<file path="src/rtl/demux2_reg.sv">
// Registered 1:2 demux: in_sel steers each beat to out0 or out1; 1-cycle latency, one beat/cycle per output.
// Backpressure: in_ready is combinational and blocks only while the selected output is full and stalled.
// Optional transfer counters enabled by `define DEMUX2_REG_CNT_EN (cnt0/cnt1 tie to 0 otherwise).
module demux2_reg #(
    parameter int WIDTH = 8
) (
    input  logic             clk,
    input  logic             rst_n,
    input  logic             in_valid,
    output logic             in_ready,
    input  logic [WIDTH-1:0] in_data,
    input  logic             in_sel,
    output logic             out0_valid,
    output logic             out1_valid,
    input  logic             out0_ready,
    input  logic             out1_ready,
    output logic [WIDTH-1:0] out0_data,
    output logic [WIDTH-1:0] out1_data,
    output logic [15:0]      cnt0,
    output logic [15:0]      cnt1
);

    logic             vld0_q, vld0_d, vld1_q, vld1_d;
    logic [WIDTH-1:0] dat0_q, dat0_d, dat1_q, dat1_d;
    logic             in_xfer, ld0, ld1, out0_xfer, out1_xfer;

    assign in_ready  = in_sel ? (!vld1_q | out1_ready) : (!vld0_q | out0_ready);
    assign in_xfer   = in_valid & in_ready;
    assign ld0       = in_xfer & !in_sel;
    assign ld1       = in_xfer &  in_sel;
    assign out0_xfer = vld0_q & out0_ready;
    assign out1_xfer = vld1_q & out1_ready;

    // A load wins over a drain so a simultaneous pop/push keeps the stage full.
    always_comb begin
        vld0_d = vld0_q;
        dat0_d = dat0_q;
        vld1_d = vld1_q;
        dat1_d = dat1_q;
        if (ld0) begin
            vld0_d = 1'b1;
            dat0_d = in_data;
        end else if (out0_xfer) begin
            vld0_d = 1'b0;
        end
        if (ld1) begin
            vld1_d = 1'b1;
            dat1_d = in_data;
        end else if (out1_xfer) begin
            vld1_d = 1'b0;
        end
    end

    always_ff @(posedge clk or negedge rst_n) begin
        if (!rst_n) begin
            vld0_q <= 1'b0;
            vld1_q <= 1'b0;
            dat0_q <= '0;
            dat1_q <= '0;
        end else begin
            vld0_q <= vld0_d;
            vld1_q <= vld1_d;
            dat0_q <= dat0_d;
            dat1_q <= dat1_d;
        end
    end

    assign out0_valid = vld0_q;
    assign out1_valid = vld1_q;
    assign out0_data  = dat0_q;
    assign out1_data  = dat1_q;

`ifdef DEMUX2_REG_CNT_EN
    logic [15:0] cnt0_q, cnt0_d, cnt1_q, cnt1_d;

    always_comb begin
        cnt0_d = cnt0_q;
        cnt1_d = cnt1_q;
        if (out0_xfer && cnt0_q != 16'hFFFF) cnt0_d = cnt0_q + 16'd1;
        if (out1_xfer && cnt1_q != 16'hFFFF) cnt1_d = cnt1_q + 16'd1;
    end

    always_ff @(posedge clk or negedge rst_n) begin
        if (!rst_n) begin
            cnt0_q <= 16'd0;
            cnt1_q <= 16'd0;
        end else begin
            cnt0_q <= cnt0_d;
            cnt1_q <= cnt1_d;
        end
    end

    assign cnt0 = cnt0_q;
    assign cnt1 = cnt1_q;
`else
    assign cnt0 = 16'd0;
    assign cnt1 = 16'd0;
`endif

endmodule

</file>
<file path="config.mk">
export PLATFORM = sky130hd
export DESIGN_NAME = demux2_reg
export DESIGN_NICKNAME = d
export VERILOG_FILES = /design/src/rtl/demux2_reg.sv
export SDC_FILE = /design/constraint.sdc
export NUM_CORES = 1
export LEC_CHECK = 0
export CAP_MARGIN = 20
export CORE_MARGIN = 1
export CORE_UTILIZATION = 29
export CTS_BUF_LIST = sky130_fd_sc_hd__clkbuf_8
export CTS_CLUSTER_DIAMETER = 150
export DETAILED_ROUTE_END_ITERATION = 7
export PLACE_DENSITY = 0.74
export SYNTH_ARGS = -nofsm -noshare
export SYNTH_HDL_FRONTEND = slang
export SYNTH_SLANG_ARGS = --single-unit
</file>
<file path="constraint.sdc">
create_clock -name clk -period 1.6 [get_ports clk]
set_clock_uncertainty 0.15 [all_clocks]
set_input_delay 0.32 -clock clk [delete_from_list [all_inputs] [get_ports clk]]
set_output_delay 0.32 -clock clk [all_outputs]
set_load 0.03 [all_outputs]
</file>
==> metrics.csv, run 1 <==
metric;value;unit
routed_length_on_met1;723;um
grt_pass1_wl;2930;um
setup_viol_count_final;1;
global_route.overflow_total;0;
routedWlPerCell;11.5;um
power.switching_fraction;36.7;%
dominantRegCellSynth;dfrtp_1;
vias_per_cell;3.80;
powerDensity;1140;nW/um2
final_hold_viol_count;0;
final.setup.worst_slack;-0.00550;ns
post-synth-top-area-cell;dfrtp_1;
initialDrtViolationCount;8;
asyncSetResetFlopFracSynth;100;%
power.clock.total;0.000369;W
worstRegToRegCells;5;
synth-warning-count;0;
peak_supply_drop;0.580;mV
num_io_pins;65;
synthToLayoutAreaGrowth;41.0;%
antennaDiodeCount;0;
netlist-cell-type-count;14;
status;complete, but fails checks;
clock_insertion_delay_worst_skew;0.26;ns
antenna_found_initial;0;
io_buffers;32;
p_seq;0.000579;W
met1_usage;12.6;%
lay_top_cells;conb_1, dlygate4sd2_1, dfrtp_1;
synth-cells-yosys;77;
fmaxAchievable;0.623;GHz
fin_hold_ws;0.235;ns
detailroute.wirelength.met2;920;um
cap_viol_max_count;0;
violated_checks;negative setup slack;
-- run 1: flip-flops by register name (all words and copies together), names as in the netlist --
register,count
out1_valid,1
out0_data,8
out0_valid,1
out1_data,8
-- run 1: repair_timing --
action / 4_1_cts / 5_1_grt
hold buffers: 0 / 0
setup buffers: 1 / 0
resized: 32 / 6
endpoints found under the setup margin: 35 / 9
pin swaps: 2 / 0
-- run 1: cell families (layout without fill, tap and decap cells) --
family | count (synthesis) | count (layout) | share of synthesized area, %
buf+inv | 33 | 42 | 25.8
flops | 18 | 18 | 47.6
mux | 16 | 16 | 19.0
simple gates | 7 | 7 | 6.21
compound gates | 2 | 2 | 1.06
other cells | 1 | 32 | 0.396
-- run 1: cell type report --
type / count / area, um2
clock buffers: 4 / 55.1
fillers: 295 / 1740
inverters: 1 / 3.75
multi-input cells: 57 / 423
flip-flops and latches: 18 / 450
well taps: 44 / 55.1
repair buffers: 37 / 348
-- run 1: through the flow --
step / cell area, um2 / instances
detailed placement: 1240 / 156
CTS: 1310 / 161
finish: 1340 / 161
global route: 1340 / 161
global placement: 1240 / 156
floorplan: 1070 / 108
-- run 1: critical path: stages (launching register included) --
cell and delay (ns):
dfrtp_1 0.41, nand2b_4 0.08, buf_6 0.10, nor2_4 0.03, a21oi_2 0.12, buf_6 0.15
-- run 1: how the worst max path moves through the flow --
stage	from	to	slack, ns	cells past startpoint
CTS	out0_valid	in_ready	-0.02	5
finish	out0_valid	in_ready	-0.006	5
global placement	in_sel	out1_data[4]	-0.26	4
detailed placement	in_sel	out1_data[5]	-0.34	4
floorplan	out0_valid	out0_data[0]	0.02	3
global route	out0_valid	in_ready	-0.06	5
run_1/io_fan.png
Scale: 8 px per um.
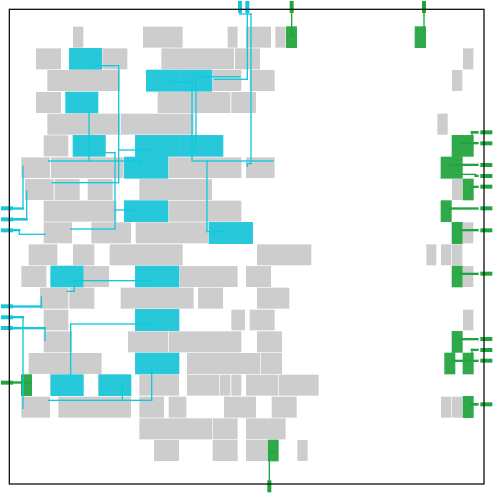
[green] `cnt1` | bits: 16 | direction: output | end cells: 16 | wire: 39.4 um
[cyan] `in_data` | bits: 8 | direction: input | end cells: 16 | wire: 241 um

run_1/placement_by_type.png
Scale: 4 px per um.
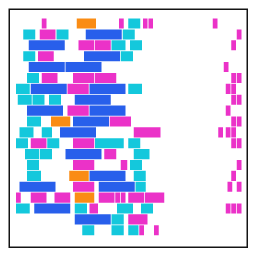
[magenta] combinational and other logic | cells: 58 | share of their area: 33%
[blue] sequential cells | cells: 18 | share of their area: 35%
[orange] clock drivers and dummy loads | cells: 4 | share of their area: 4.3%
[cyan] remaining buffers and delay cells | cells: 37 | share of their area: 27%
core utilization of the finished layout: 43.4%
core region area: 3080 um2
number of placement rows: 20
sequential share of cell area: 33.7%
total non-filler cell area in the finished layout: 1340 um2

run_1/clk_routes.png
Scale: 4 px per um.
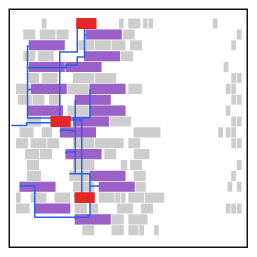
[blue] clock wires | length: 206 um
[red] clock drivers | count: 3
[purple] flip-flops | count: 18
routed clock nets: 4

run_1/placement.png
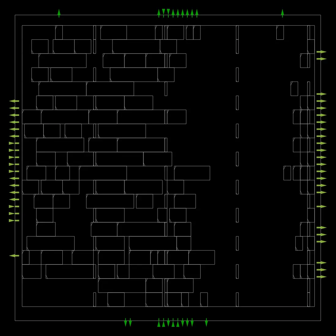
number of tapcells: 44
final standard cell count with taps included and fillers excluded: 161
layout sequential cell count: 18
# fillers: 295

==> run 2: changes to the inputs <==
HOLD_SLACK_MARGIN = 0.1   (was unset)
run_2/placement_by_type.png
Scale: 4 px per um.
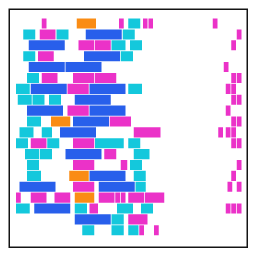
[blue] sequential cells | cells: 18 | share of their area: 35%
[orange] clock drivers and dummy loads | cells: 4 | share of their area: 4.3%
[magenta] combinational and other logic | cells: 58 | share of their area: 33%
[cyan] remaining buffers and delay cells | cells: 37 | share of their area: 27%

run_2/clk_routes.png
Scale: 4 px per um.
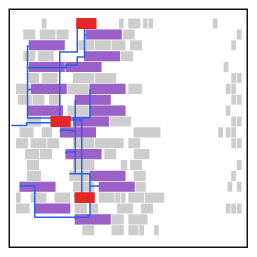
[blue] clock wires | length: 206 um
[red] clock drivers | count: 3
[purple] flip-flops | count: 18
routed clock nets: 4

==> metrics.csv, run 2 <==
metric;value;unit;change
worst_setup_path_startpoint;out0_valid;;
antenna_found_initial;0;;unchanged
violated_checks;negative setup slack;;
clock_insertion_delay_worst_skew;0.26;ns;about the same
setup_viol_count_final;1;;unchanged
powerDensity;1140;nW/um2;unchanged
regArea;450;um2;unchanged
placeableCoreArea;3080;um2;unchanged
fin_hold_ws;0.235;ns;unchanged
synth-warning-count;0;;unchanged
vias_per_cell;3.80;;unchanged
asyncSetResetFlopFracSynth;100;%;unchanged
initialDrtViolationCount;8;;unchanged
netlist-cell-type-count;14;;unchanged
synth-adder-area-share;0;%;unchanged
cts.hold.buffers_added;0;;unchanged
simple_gate_share;6.21;%;unchanged
area_fraction_in_mux_cells;19.0;%;unchanged
fmaxAchievable;0.623;GHz;unchanged
total_non_filler_cell_area_in_the_finished_layout;1340;um2;unchanged
post-synth-top-area-cell;dfrtp_1;;
post_synthesis_compound_gate_area_fraction;1.06;%;unchanged
status;complete, but fails checks;;
synthToLayoutAreaGrowth;41.0;%;unchanged
final.setup.worst_slack;-0.00550;ns;unchanged
xor_area_share;0;%;unchanged
fill_cells;295;;unchanged
grt_pass1_wl;2930;um;unchanged
cap_viol_max_count;0;;unchanged
final_hold_viol_count;0;;unchanged
placed_cell_area;1240;um2;unchanged
run_2/io_fan.png
Scale: 8 px per um.
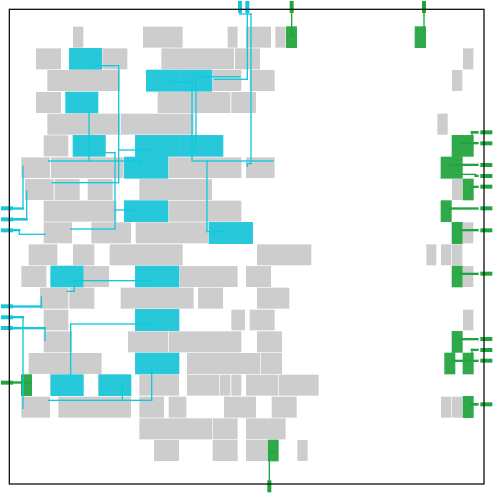
[green] `cnt1` | bits: 16 | direction: output | end cells: 16 | wire: 39.4 um
[cyan] `in_data` | bits: 8 | direction: input | end cells: 16 | wire: 241 um

run 2: cell counts in the layout (fill, tap and decap cells not counted):
Identical to the previous run, type by type.
run 2: per-stage QoR:
stage,setup TNS [ns],cells
3_3_place_gp,-4.28,156
4_1_cts,-0.0232,161
3_5_place_dp,-5.18,156
5_1_grt,-0.0591,161
2_1_floorplan,0,108
6_report,-0.00550,161
run 2: worst max-delay path: stages, from the launching register on:
cell,delay [ns]
dfrtp_1,0.41
nand2b_4,0.08
buf_6,0.10
nor2_4,0.03
a21oi_2,0.12
buf_6,0.15
run 2: final cells by class:
| class | count | area share, % |
|---|---|---|
| Clock buffer | 4 | 4.12 |
| Multi-Input combinational cell | 57 | 31.7 |
| Sequential cell | 18 | 33.7 |
| Tap cell | 44 | 4.12 |
| Timing Repair Buffer | 37 | 26.1 |
| Inverter | 1 | 0.281 |
run 2: repair_timing:
action	CTS	global route
pin swaps	2	0
endpoints found under the setup margin	35	9
setup buffers	1	0
gates resized	32	6
run 2: path summary, 6_finish.rpt:
path                                 to  depth (start not counted)
setup / recovery               in_ready                          5
hold / removal             out0_data[0]                          2
min in group clk           out1_data[7]                          1
max in group asynchronous    out0_valid                          2
hold reg to reg            out1_data[7]                          1
setup reg to reg           out0_data[2]                          5
run 2: power breakdown:
part	internal, W	switching [W]	total (W)	leakage [nW]
registers	0.000534	0.0000451	0.000579	0.212
clock network	0.000219	0.000150	0.000369	0.0288
logic	0.000207	0.000362	0.000569	0.420
run 2: routing by layer:
| layer | track usage (%) | part of all wire [%] | vias up |
|---|---|---|---|
| met4 | 8.50 | 4.0 | 0 |
| met3 | 1.09 | 6.9 | 8 |
| met5 | 0 | 0 | - |
| met2 | 20.6 | 50 | 50 |
| met1 | 12.6 | 39 | 287 |
| li1 | - | - | 266 |
run_2/placement.png
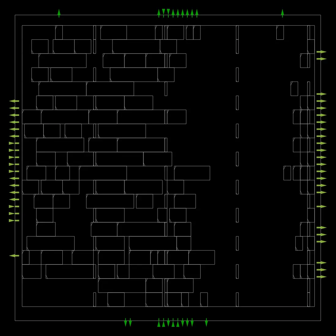

==> run 3: changes to the inputs <==
PLACE_DENSITY = 0.7   (was 0.74)
run_3/placement.png
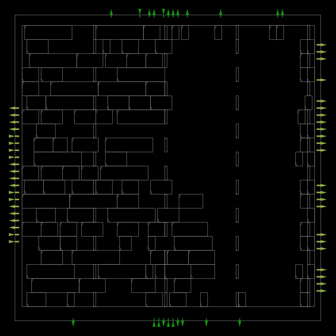
# fillers: 301
sequential share of cell area: 34.4%
final standard cell count with taps included and fillers excluded: 160
core utilization of the finished layout: 42.5%

run_3/placement_by_type.png
Scale: 4 px per um.
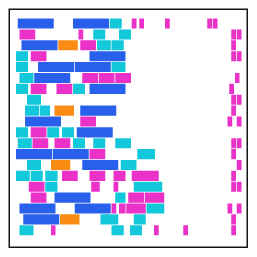
[orange] clock drivers and dummy loads | cells: 4 | share of their area: 4.4%
[magenta] combinational and other logic | cells: 58 | share of their area: 32%
[blue] sequential cells | cells: 18 | share of their area: 36%
[cyan] remaining buffers and delay cells | cells: 36 | share of their area: 28%
total non-filler cell area in the finished layout: 1310 um2

==> metrics.csv, run 3 <==
metric;value;unit;change
groute.layer.met2.usage;16.9;%;-3.7 points
asyncSetResetFlopFracSynth;100;%;unchanged
share_of_total_power_in_sequential_cells;38.7;%;+0.5 points
crit_path_cell_trace;nand2b_4 -> buf_6 -> nor2_4 -> a21oi_2 -> buf_6;;
clock_power_share;24.6;%;+0.3 points
comb_power_share;36.7;%;-0.8 points
detailroute.wirelength.met2;822;um;-11%
synth-warning-count;0;;unchanged
switching_power;0.000539;W;-3.2%
vias_per_cell;3.66;;-3.7%
final.setup.worst_slack;-0.0263;ns;-0.0208 ns
antenna_found_initial;0;;unchanged
slowest_stage;dfrtp_1;;
worst-path-buf-inv;2;;unchanged
post-synth-top-area-cell;dfrtp_1;;
post_cts.repair.setup_buffers;0;;-1
top_signal_layer_used;met4;;
initialDrtViolationCount;1;;-7
grt_pass1_wl;2580;um;-12%
power.switching_fraction;36.5;%;-0.22 points
netlist-cell-type-count;14;;unchanged
grt_busiest_layer;met2;;
wl_met3;153;um;+20%
clock_insertion_delay_worst_skew;0.25;ns;about the same
cts.hold.buffers_added;0;;unchanged
status;complete, but fails checks;;
fmaxAchievable;0.615;GHz;-1.3%
violated_checks;negative setup slack;;
setup_viol_count_final;1;;unchanged
run_3/layer_met2.png
Scale: 8 px per um.
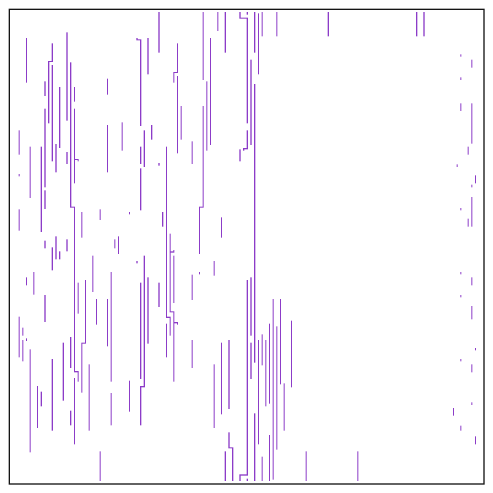
share of all routed wire: 50%
nets with wire on the layer: 125
main direction: vertical
wire length on this layer: 822 um

run 3: power groups by stage:
| stage | registers (W) | clock network, W | logic, W |
|---|---|---|---|
| floorplan | 0.000738 | 0 | 0.000254 |
| global placement | 0.000579 | 0 | 0.000588 |
| detailed placement | 0.000582 | 0 | 0.000592 |
| CTS | 0.000572 | 0.000382 | 0.000542 |
| global route | 0.000582 | 0.000395 | 0.000571 |
| finish | 0.000571 | 0.000364 | 0.000542 |
run 3: logic make-up after synthesis:
family / share of synthesized area (%)
AND-OR/OR-AND: 1.06
multiplexers: 19.0
other: 0.396
AND/OR/NAND/NOR: 6.21
buffers and inverters: 25.8
flip-flops: 47.6
run 3: repair_timing:
| action | in CTS | in global routing |
|---|---|---|
| pin swaps | 0 | 0 |
| gates resized | 23 | 7 |
| setup endpoints to repair | 33 | 9 |
| endpoints found under the hold margin | 0 | 0 |
run 3: metrics by stage:
stage          instances  area [um2]  util [%]
3_3_place_gp         156        1240      40.4
5_1_grt              160        1310      42.5
2_1_floorplan        108        1070         -
3_5_place_dp         156        1240      40.4
4_1_cts              160        1290      41.9
6_report             160        1310      42.5
run 3: final cells by class:
type                            count  area [um2]
Inverter                            1        3.75
Multi-Input combinational cell     57         393
Clock buffer                        4        55.1
Sequential cell                    18         450
Tap cell                           44        55.1
Fill cell                         301        1770
Timing Repair Buffer               36         352
run 3: worst paths after layout:
kind,to,start,cells past startpoint,slack [ns]
setup reg to reg,out0_data[5],out0_valid,4,0.14
hold reg to reg,out0_data[4],out0_data[4],1,0.35
setup / recovery,in_ready,out0_valid,5,-0.03
min in group clk,out0_valid,in_valid,3,0.26
hold / removal,out0_data[6],rst_n,2,0.23
max in group asynchronous,out0_valid,rst_n,2,0.88
Power and IR drop assume default switching activity.
